$ cat src/rtl/mc_ctrl_fsm.sv
// Multi-cycle processor control FSM: fetch/decode/execute sequencing with
// memory latency waits, UART send/receive with optional timeout, and FPU handshake.
module mc_ctrl_fsm #(
  parameter int MEM_LAT = 2,
  parameter int UART_TO = 0
) (
  input  logic       clk,
  input  logic       rstn,
  input  logic [6:0] op,
  input  logic       uart_done,
  input  logic       fpu_done,
  output logic       pcwrite,
  output logic       memwrite,
  output logic       irwrite,
  output logic       regwrite,
  output logic       pcbufwrite,
  output logic       iord,
  output logic       branch,
  output logic       rors,
  output logic       uart_go,
  output logic       fpu_go,
  output logic       illegal,
  output logic       uart_err,
  output logic [1:0] alusrca,
  output logic [1:0] alusrcb,
  output logic [1:0] pcsrc,
  output logic [2:0] regsrc,
  output logic [2:0] aluop
);

  typedef enum logic [4:0] {
    FETCH, FWAIT, FVALID, DECODE, MEMADR, MREAD, MWAIT, MVALID, MWB, MWRITE,
    EXEC, AWB, BRANCH, IEXEC, IWB, LUIEX, AUIPCEX, JALEX, JALREX,
    SEND_GO, SEND_WAIT, RECV_GO, RECV_WAIT, RECV_WB, FPU_GO, FPU_WAIT, FPU_WB
  } state_e;

  localparam logic [6:0] OP_LOAD  = 7'b0000011;
  localparam logic [6:0] OP_STORE = 7'b0100011;
  localparam logic [6:0] OP_RTYPE = 7'b0110011;
  localparam logic [6:0] OP_ITYPE = 7'b0010011;
  localparam logic [6:0] OP_BR    = 7'b1100011;
  localparam logic [6:0] OP_LUI   = 7'b0110111;
  localparam logic [6:0] OP_AUIPC = 7'b0010111;
  localparam logic [6:0] OP_JAL   = 7'b1101111;
  localparam logic [6:0] OP_JALR  = 7'b1100111;
  localparam logic [6:0] OP_SEND  = 7'b0000010;
  localparam logic [6:0] OP_RECV  = 7'b0000001;
  localparam logic [6:0] OP_FPU   = 7'b1010011;

  localparam int CNT_W = $clog2(MEM_LAT + 1);
  localparam int TO_W  = 20;

  // The wait state is occupied MEM_LAT-1 cycles, so the counter starts at
  // MEM_LAT-2 and the exit happens in the cycle it reads zero.
  localparam logic [CNT_W-1:0] LAT_LOAD = CNT_W'((MEM_LAT > 1) ? MEM_LAT - 2 : 0);
  localparam logic [TO_W-1:0]  TO_LAST  = TO_W'((UART_TO > 0) ? UART_TO - 1 : 0);

  state_e            state_q, state_d;
  logic [CNT_W-1:0]  lat_q, lat_d;
  logic [TO_W-1:0]   to_q, to_d;
  logic              op_legal;
  logic              to_hit;

  always_comb begin
    case (op)
      OP_LOAD, OP_STORE, OP_RTYPE, OP_ITYPE, OP_BR, OP_LUI, OP_AUIPC,
      OP_JAL, OP_JALR, OP_SEND, OP_RECV, OP_FPU: op_legal = 1'b1;
      default:                                   op_legal = 1'b0;
    endcase
  end

  // A simultaneous uart_done wins over the timeout.
  assign to_hit = (UART_TO > 0) && !uart_done && (to_q == TO_LAST);

  // NOTE: non-blocking assignments for all state; reset is sampled on the clock edge only.
  always_ff @(posedge clk) begin
    if (!rstn) begin
      state_q <= FETCH;
      lat_q   <= '0;
      to_q    <= '0;
    end else begin
      state_q <= state_d;
      lat_q   <= lat_d;
      to_q    <= to_d;
    end
  end

  // NOTE: every variable gets a default first so no path infers a latch.
  always_comb begin
    state_d = state_q;
    lat_d   = lat_q;
    to_d    = to_q;
    case (state_q)
      FETCH: begin
        if (MEM_LAT > 1) begin
          state_d = FWAIT;
          lat_d   = LAT_LOAD;
        end else begin
          state_d = FVALID;
        end
      end
      FWAIT: begin
        if (lat_q == '0) state_d = FVALID;
        else             lat_d   = lat_q - CNT_W'(1);
      end
      FVALID: state_d = DECODE;
      DECODE: begin
        case (op)
          OP_LOAD, OP_STORE: state_d = MEMADR;
          OP_RTYPE:          state_d = EXEC;
          OP_ITYPE:          state_d = IEXEC;
          OP_BR:             state_d = BRANCH;
          OP_LUI:            state_d = LUIEX;
          OP_AUIPC:          state_d = AUIPCEX;
          OP_JAL:            state_d = JALEX;
          OP_JALR:           state_d = JALREX;
          OP_SEND:           state_d = SEND_GO;
          OP_RECV:           state_d = RECV_GO;
          OP_FPU:            state_d = FPU_GO;
          default:           state_d = FETCH;
        endcase
      end
      MEMADR: begin
        if (op == OP_LOAD)       state_d = MREAD;
        else if (op == OP_STORE) state_d = MWRITE;
        else                     state_d = FETCH;
      end
      MREAD: begin
        if (MEM_LAT > 1) begin
          state_d = MWAIT;
          lat_d   = LAT_LOAD;
        end else begin
          state_d = MVALID;
        end
      end
      MWAIT: begin
        if (lat_q == '0) state_d = MVALID;
        else             lat_d   = lat_q - CNT_W'(1);
      end
      MVALID:  state_d = MWB;
      MWB:     state_d = FETCH;
      MWRITE:  state_d = FETCH;
      EXEC:    state_d = AWB;
      AWB:     state_d = FETCH;
      IEXEC:   state_d = IWB;
      IWB:     state_d = FETCH;
      BRANCH, LUIEX, AUIPCEX, JALEX, JALREX: state_d = FETCH;
      SEND_GO: begin
        state_d = SEND_WAIT;
        to_d    = '0;
      end
      SEND_WAIT: begin
        to_d = to_q + TO_W'(1);
        if (uart_done || to_hit) state_d = FETCH;
      end
      RECV_GO: begin
        state_d = RECV_WAIT;
        to_d    = '0;
      end
      RECV_WAIT: begin
        to_d = to_q + TO_W'(1);
        if (uart_done)   state_d = RECV_WB;
        else if (to_hit) state_d = FETCH;
      end
      RECV_WB:  state_d = FETCH;
      FPU_GO:   state_d = FPU_WAIT;
      FPU_WAIT: if (fpu_done) state_d = FPU_WB;
      FPU_WB:   state_d = FETCH;
      default:  state_d = FETCH;
    endcase
  end

  always_comb begin
    pcwrite    = 1'b0;
    memwrite   = 1'b0;
    irwrite    = 1'b0;
    regwrite   = 1'b0;
    pcbufwrite = 1'b0;
    iord       = 1'b0;
    branch     = 1'b0;
    rors       = 1'b0;
    uart_go    = 1'b0;
    fpu_go     = 1'b0;
    alusrca    = 2'b00;
    alusrcb    = 2'b00;
    pcsrc      = 2'b00;
    regsrc     = 3'b000;
    aluop      = 3'b000;
    illegal    = (state_q == DECODE) && !op_legal;
    uart_err   = ((state_q == SEND_WAIT) || (state_q == RECV_WAIT)) && to_hit;
    case (state_q)
      FETCH: begin
        pcwrite    = 1'b1;
        pcbufwrite = 1'b1;
        alusrcb    = 2'b01;
      end
      FVALID: irwrite = 1'b1;
      DECODE: begin
        alusrca = 2'b01;
        alusrcb = 2'b10;
      end
      MEMADR: begin
        alusrca = 2'b10;
        alusrcb = 2'b10;
      end
      MREAD, MWAIT, MVALID: iord = 1'b1;
      MWB: begin
        regwrite = 1'b1;
        regsrc   = 3'b001;
      end
      MWRITE: begin
        memwrite = 1'b1;
        iord     = 1'b1;
      end
      EXEC: begin
        alusrca = 2'b10;
        aluop   = 3'b100;
      end
      AWB, IWB, AUIPCEX: regwrite = 1'b1;
      BRANCH: begin
        alusrca = 2'b10;
        pcsrc   = 2'b01;
        branch  = 1'b1;
        aluop   = 3'b111;
      end
      IEXEC: begin
        alusrca = 2'b10;
        alusrcb = 2'b10;
        aluop   = 3'b101;
      end
      LUIEX: begin
        regwrite = 1'b1;
        regsrc   = 3'b010;
      end
      JALEX: begin
        pcwrite  = 1'b1;
        regwrite = 1'b1;
        regsrc   = 3'b011;
        pcsrc    = 2'b01;
      end
      JALREX: begin
        pcwrite  = 1'b1;
        regwrite = 1'b1;
        alusrca  = 2'b10;
        alusrcb  = 2'b10;
        regsrc   = 3'b011;
        pcsrc    = 2'b10;
      end
      SEND_GO: begin
        rors    = 1'b1;
        uart_go = 1'b1;
      end
      SEND_WAIT: rors = 1'b1;
      RECV_GO:   uart_go = 1'b1;
      RECV_WB: begin
        regwrite = 1'b1;
        regsrc   = 3'b100;
      end
      FPU_GO: begin
        fpu_go  = 1'b1;
        alusrca = 2'b10;
      end
      FPU_WB: begin
        regwrite = 1'b1;
        regsrc   = 3'b101;
      end
      FWAIT, RECV_WAIT, FPU_WAIT: ;
      default: begin
        illegal  = 1'b0;
        uart_err = 1'b0;
      end
    endcase
  end

endmodule
$ cat config.mk
export PLATFORM = sky130hd
export DESIGN_NAME = mc_ctrl_fsm
export DESIGN_NICKNAME = d
export VERILOG_FILES = /design/src/rtl/mc_ctrl_fsm.sv
export SDC_FILE = /design/constraint.sdc
export NUM_CORES = 1
export LEC_CHECK = 0
export CAP_MARGIN = 20
export CELL_PAD_IN_SITES_DETAIL_PLACEMENT = 1
export CELL_PAD_IN_SITES_GLOBAL_PLACEMENT = 1
export CORE_UTILIZATION = 33
export CTS_CLUSTER_SIZE = 10
export DETAILED_ROUTE_END_ITERATION = 8
export PLACE_DENSITY_LB_ADDON = 0.1
export SYNTH_ARGS = -nofsm -noshare
export SYNTH_HDL_FRONTEND = slang
export SYNTH_SLANG_ARGS = --single-unit
$ cat constraint.sdc
create_clock -name clk -period 1.89 [get_ports clk]
set_clock_uncertainty 0.05 [all_clocks]
set_input_delay 0.378 -clock clk [delete_from_list [all_inputs] [get_ports clk]]
set_output_delay 0.378 -clock clk [all_outputs]
set_load 0.02 [all_outputs]
run_1/congestion.png
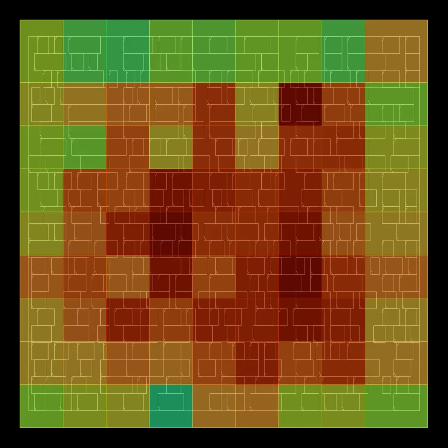
Total Routing Usage GR: 31.5%
met3 Use GR: 2.60%
wire per inst: 23.7 µm
met1 Use GR: 37.2%
fin util: 65.7%

run_1/logic_types.png
(4 px per µm)
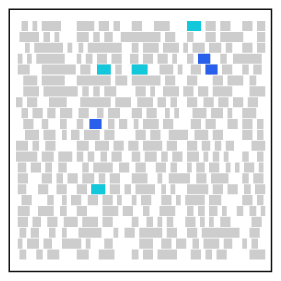
- xor and xnor cells: blue (cells 3)
- non-inverting ao/oa cells: cyan (cells 4)
Commonest Layout Cell: buf_4
combinational share of cell area: 51.3%
Final Non-Filler Cells: 353

run_1/detail.png
Region (36, 36) to (61, 61) µm. Cells in gray, sequential cells in the stronger gray; small squares are vias.
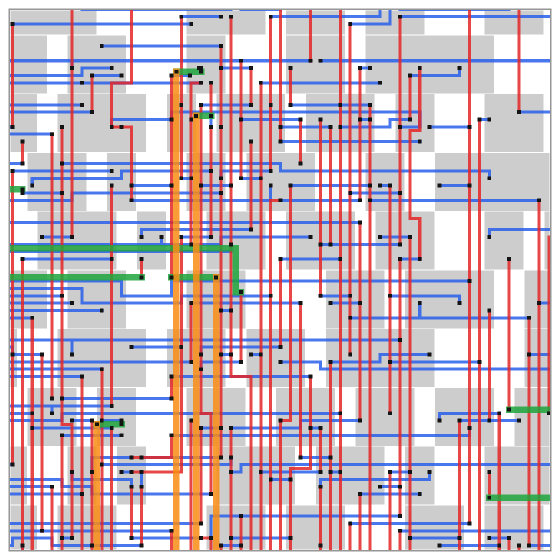
- metal 2: red
- metal 1: blue
- metal 3: green
- metal 4: orange
- most frequent: buf_4 (19), nand2_1 (3), nor2_1 (3)
- cells with their middle in the window: 49
- sequential cells in the window: 0

==> flow_summary.toml, run 1 <==
# physical design summary
[status]
status = "complete, but fails checks"
violations = "setup timing"

[synthesis]
synth-area-yosys_mm2 = 0.00132
yosysSeqAreaShare_pct = 10.6
xor_area_share_pct = 1.99
yosysUniqueCellTypes = 50
edf_count = 0
synth_top_cell_by_count = "nor2_1"
syn_inst = 208
synth_top_area_share_pct = 10.6
muxShareOfSynthArea_pct = 2.28
top_logic_kind = "simple AND/OR/NAND/NOR gates"
ff_type = "dfxtp_1"
netlist_area_mm2 = 0.00132
netlist.top_cell.by_area = "dfxtp_1"
synth_nets = 220

[floorplan]
io_pins = 35
core_mm2 = 0.00374
initial_core_util_pct = 35.2
dieArea_mm2 = 0.00425
taps = 48
die_x_um = 65.2

[worst_setup_path]
cp.required_ps = 1990
cp-end-kind = "register"
worstSetupStartpoint = "state_q[0]"
crit_family = "AND-OR/OR-AND gates"
slowest_delay_ps = 490
r2r_start = "state_q[0]"
cpMaxStageDelayCell = "a2111oi_4"
cp.depth = 7
worst_r2r_endpoint = "state_q[0]"
cp_max_fo = 7
path_buffers = 2
worst-r2r-setup-slack_ps = -210

[pwr]
power_mw = 0.786
pg_clk_mw = 0.231
p_int_mw = 0.487
p_comb_share_pct = 50.1
p_clk_share_pct = 29.3
switching_share_pct = 38.1
power_density_mw_per_mm2 = 319
p_seq_share_pct = 20.6
leakagePower_nw = 1.09
switching_power_mw = 0.299

[job]
tool_warnings = 29

[final_layout]
seq_area_share_pct = 6.35
fin_area_mm2 = 0.00246
nets = 318
n_fill_cell = 467
buffers = 112
flops = 7
final_cell_mix = "77 x buf_4, 22 x nor2_1, 19 x a21oi_1, 11 x buf_6, 10 x nor3_1"
n_clock_buffer = 4
seqCellArea_um2 = 156
layout-drive-gt1-share_pct = 49.8
top_regs = "state_q: 5 flops, lat_q: 2 flops"
area_growth_syn_to_layout_pct = 86.6

[placed_design]
dp_hpwl_um = 4540
postPlaceCellArea_mm2 = 0.00215
placedCellCount = 338

[min_path]
holdPathStages = 2
min_to = "lat_q[1]"
hp-start = "lat_q[1]"

[global_routing]
grt_max_degree = 14
grt_pass1_vias = 2108
top_usage_layer = "met2"
antenna_found_initial = 0
grt_pass1_wl_um = 10500

[clock_tree]
cts_setup_buffers = 5
path_clk_slew_ps = 50
cts.sinks = 7
cts_buffers = 3
ctsResizeCount = 151

[route]
first_pass_iters = 4
routed_via_density = 6.07
dr_wl_met3_um = 345

[final_timing]
setup_viol = 18
fin_crit_sh_pct = 111
final.min_clock_period_ps = 2100
setup_tns_ps = -1150
setup_ws_ps = -212
hold_viol = 0
==> inputs of run 2 (changes only) <==
--- a/config.mk
+++ b/config.mk
@@ -12,6 +12,7 @@
 export CTS_CLUSTER_SIZE = 10
 export DETAILED_ROUTE_END_ITERATION = 8
 export PLACE_DENSITY_LB_ADDON = 0.1
+export RECOVER_POWER = 100
 export SYNTH_ARGS = -nofsm -noshare
 export SYNTH_HDL_FRONTEND = slang
 export SYNTH_SLANG_ARGS = --single-unit
==> run 2 against run 1 <==
The flow still finishes with violations (setup timing). Sequential share of layout area about the same. Critical endpoint unchanged. Die size stayed put. Global-route usage unchanged. Fmax is essentially flat. Flip-flop count unchanged.
==> flow_summary.toml, run 2 <==
# physical design summary
[worst_setup_path]
cp-end-kind = "register"
worst-r2r-setup-slack_ps = -210
cp.depth = 7
crit_path_cell_trace = "buf_12 -> buf_4 -> nand3b_1 -> a2111oi_4 -> nor2_1 -> a2bb2oi_1 -> a21oi_1"
crit_type = "reg2reg"
worstSetupStartpoint = "state_q[0]"
slowest_delay_ps = 500
r2r_start = "state_q[0]"
worst_r2r_endpoint = "state_q[0]"
crit_family = "AND-OR/OR-AND gates"
path_buffers = 2
cp-start-kind = "register"
cp.required_ps = 1990
arrival_ps = 2210
cp_max_fo = 7
endpoint = "state_q[0]"
cpMaxStageDelayCell = "a2111oi_4"
worstRegToRegCells = 7

[final_layout]
seqCellArea_um2 = 156
layout_top_cell = "buf_4"
antenna_cells = 0
top_regs = "state_q: 5 flops, lat_q: 2 flops"
seq_area_share_pct = 6.36
largestClassByArea = "combinational gates"
nets = 318
buffers = 112
top_register = "state_q"
n_clock_buffer = 4
final_cell_mix = "75 x buf_4, 22 x nor2_1, 19 x a21oi_1, 11 x buf_6, 10 x nor3_1"
sh_comb_area_pct = 51.3
layout-drive-gt1-share_pct = 49.2
clk_share_pct = 1.83
flops = 7
area_growth_syn_to_layout_pct = 86.4
fin_area_mm2 = 0.00246
final_cells = 353
n_fill_cell = 467
comb_cells = 174
inv_count = 8

[clock_tree]
ctsResizeCount = 151
cts.sinks = 7
cts_max_path_buffers = 2
clk_latency_ps = 250
cts_buffers = 3
cts_setup_buffers = 5
cts-htree-levels = 1
hold_buffers = 0
root_buffer = "clkbuf_8"
path_clk_slew_ps = 50

[min_path]
hp-start = "lat_q[1]"
min_path_type = "reg2reg"
holdPathStages = 2
min_to = "lat_q[1]"

[global_routing]
grt_pass1_wl_um = 10500
grtUsageMet1_pct = 37.2
antenna_found_initial = 0
grt_pass1_vias = 2108
grt_use_total_pct = 31.5
grt_max_degree = 14
grtUsageMet3_pct = 2.60
grt-ovfl-total = 0

[placed_design]
io_buffer_count = 33
dp_slack_ps = -800
placedCellCount = 338
dp_hpwl_um = 4540
postPlaceCellArea_mm2 = 0.00215

[route]
dr_wl_met3_um = 401
wl_met2_um = 4190
highest_layer = "met4"
routed_via_density = 6.13
detail-route-antenna-nets = 0
route.detailed.drc = 0
drtIter0Drc = 125
wl_met1_um = 3350
first_pass_iters = 4

[synthesis]
synth_nets = 220
area_leaders = "dfxtp_1 11%, a21oi_1 7.6%, nor2_1 7.1%"
synth_top_area_share_pct = 10.6
simple_gate_share_pct = 42.9
netlist.top_cell.by_area = "dfxtp_1"
muxShareOfSynthArea_pct = 2.28
xor_area_share_pct = 1.99
netlist_area_mm2 = 0.00132
ff_type = "dfxtp_1"
adder_share_pct = 0.949
synth_warnings = 0
synth-area-yosys_mm2 = 0.00132
top_logic_kind = "simple AND/OR/NAND/NOR gates"
yosysSeqAreaShare_pct = 10.6
syn_inst = 208
netlist_top_cells_count = "25 x nor2_1, 20 x a21oi_1, 16 x o21ai_0"
synth_flops = 7
yosysUniqueCellTypes = 50
synth_area_per_cell_um2 = 6.34
synth_top_cell_by_count = "nor2_1"
edf_count = 0

[pwr]
leakagePower_nw = 1.08
switching_share_pct = 38.2
switching_power_mw = 0.300
p_comb_share_pct = 49.9
seq_cell_power_mw = 0.161
ir_drop_uv = 621
power_leader = "combinational cells"
p_seq_share_pct = 20.6
power_mw = 0.786
p_clk_share_pct = 29.6
power_density_mw_per_mm2 = 320
pg_clk_mw = 0.233
p_int_mw = 0.486

[status]
violations = "setup timing"
status = "complete, but fails checks"

[floorplan]
rows = 22
taps = 48
dieArea_mm2 = 0.00425
die_x_um = 65.2
initial_core_util_pct = 35.2
io_pins = 35
die_y_um = 65.2
core_mm2 = 0.00374

[final_timing]
setup_viol = 19
final.min_clock_period_ps = 2100
rsz0062_at_grt = "true"
fin_crit_sh_pct = 111
fin_hold_ws_ps = 482
maxSlewViolCount = 0
setup_tns_ps = -1240
hold_viol = 0
setup_ws_ps = -214

[job]
tool_warnings = 29
run_2/layer_met1.png
(4 px per µm)
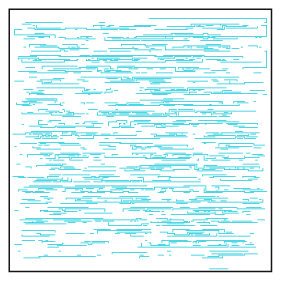
- wire length on this layer: 3,350 µm
- share of all routed wire: 40%
- main direction: horizontal
- nets with wire on the layer: 292
final wirelength: 8370 µm
Via Count: 2,163

run_2/congestion.png
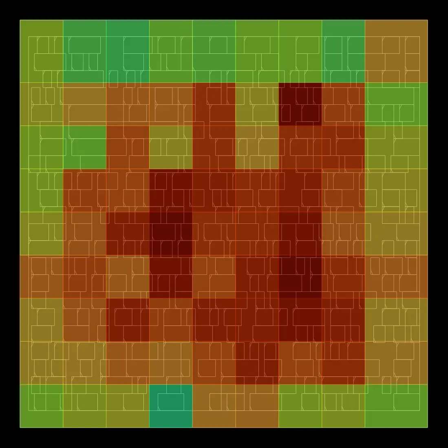
met2 GRT Util: 58.5%
wire per inst: 23.7 µm
fin util: 65.7%
gr busiest metal: met2

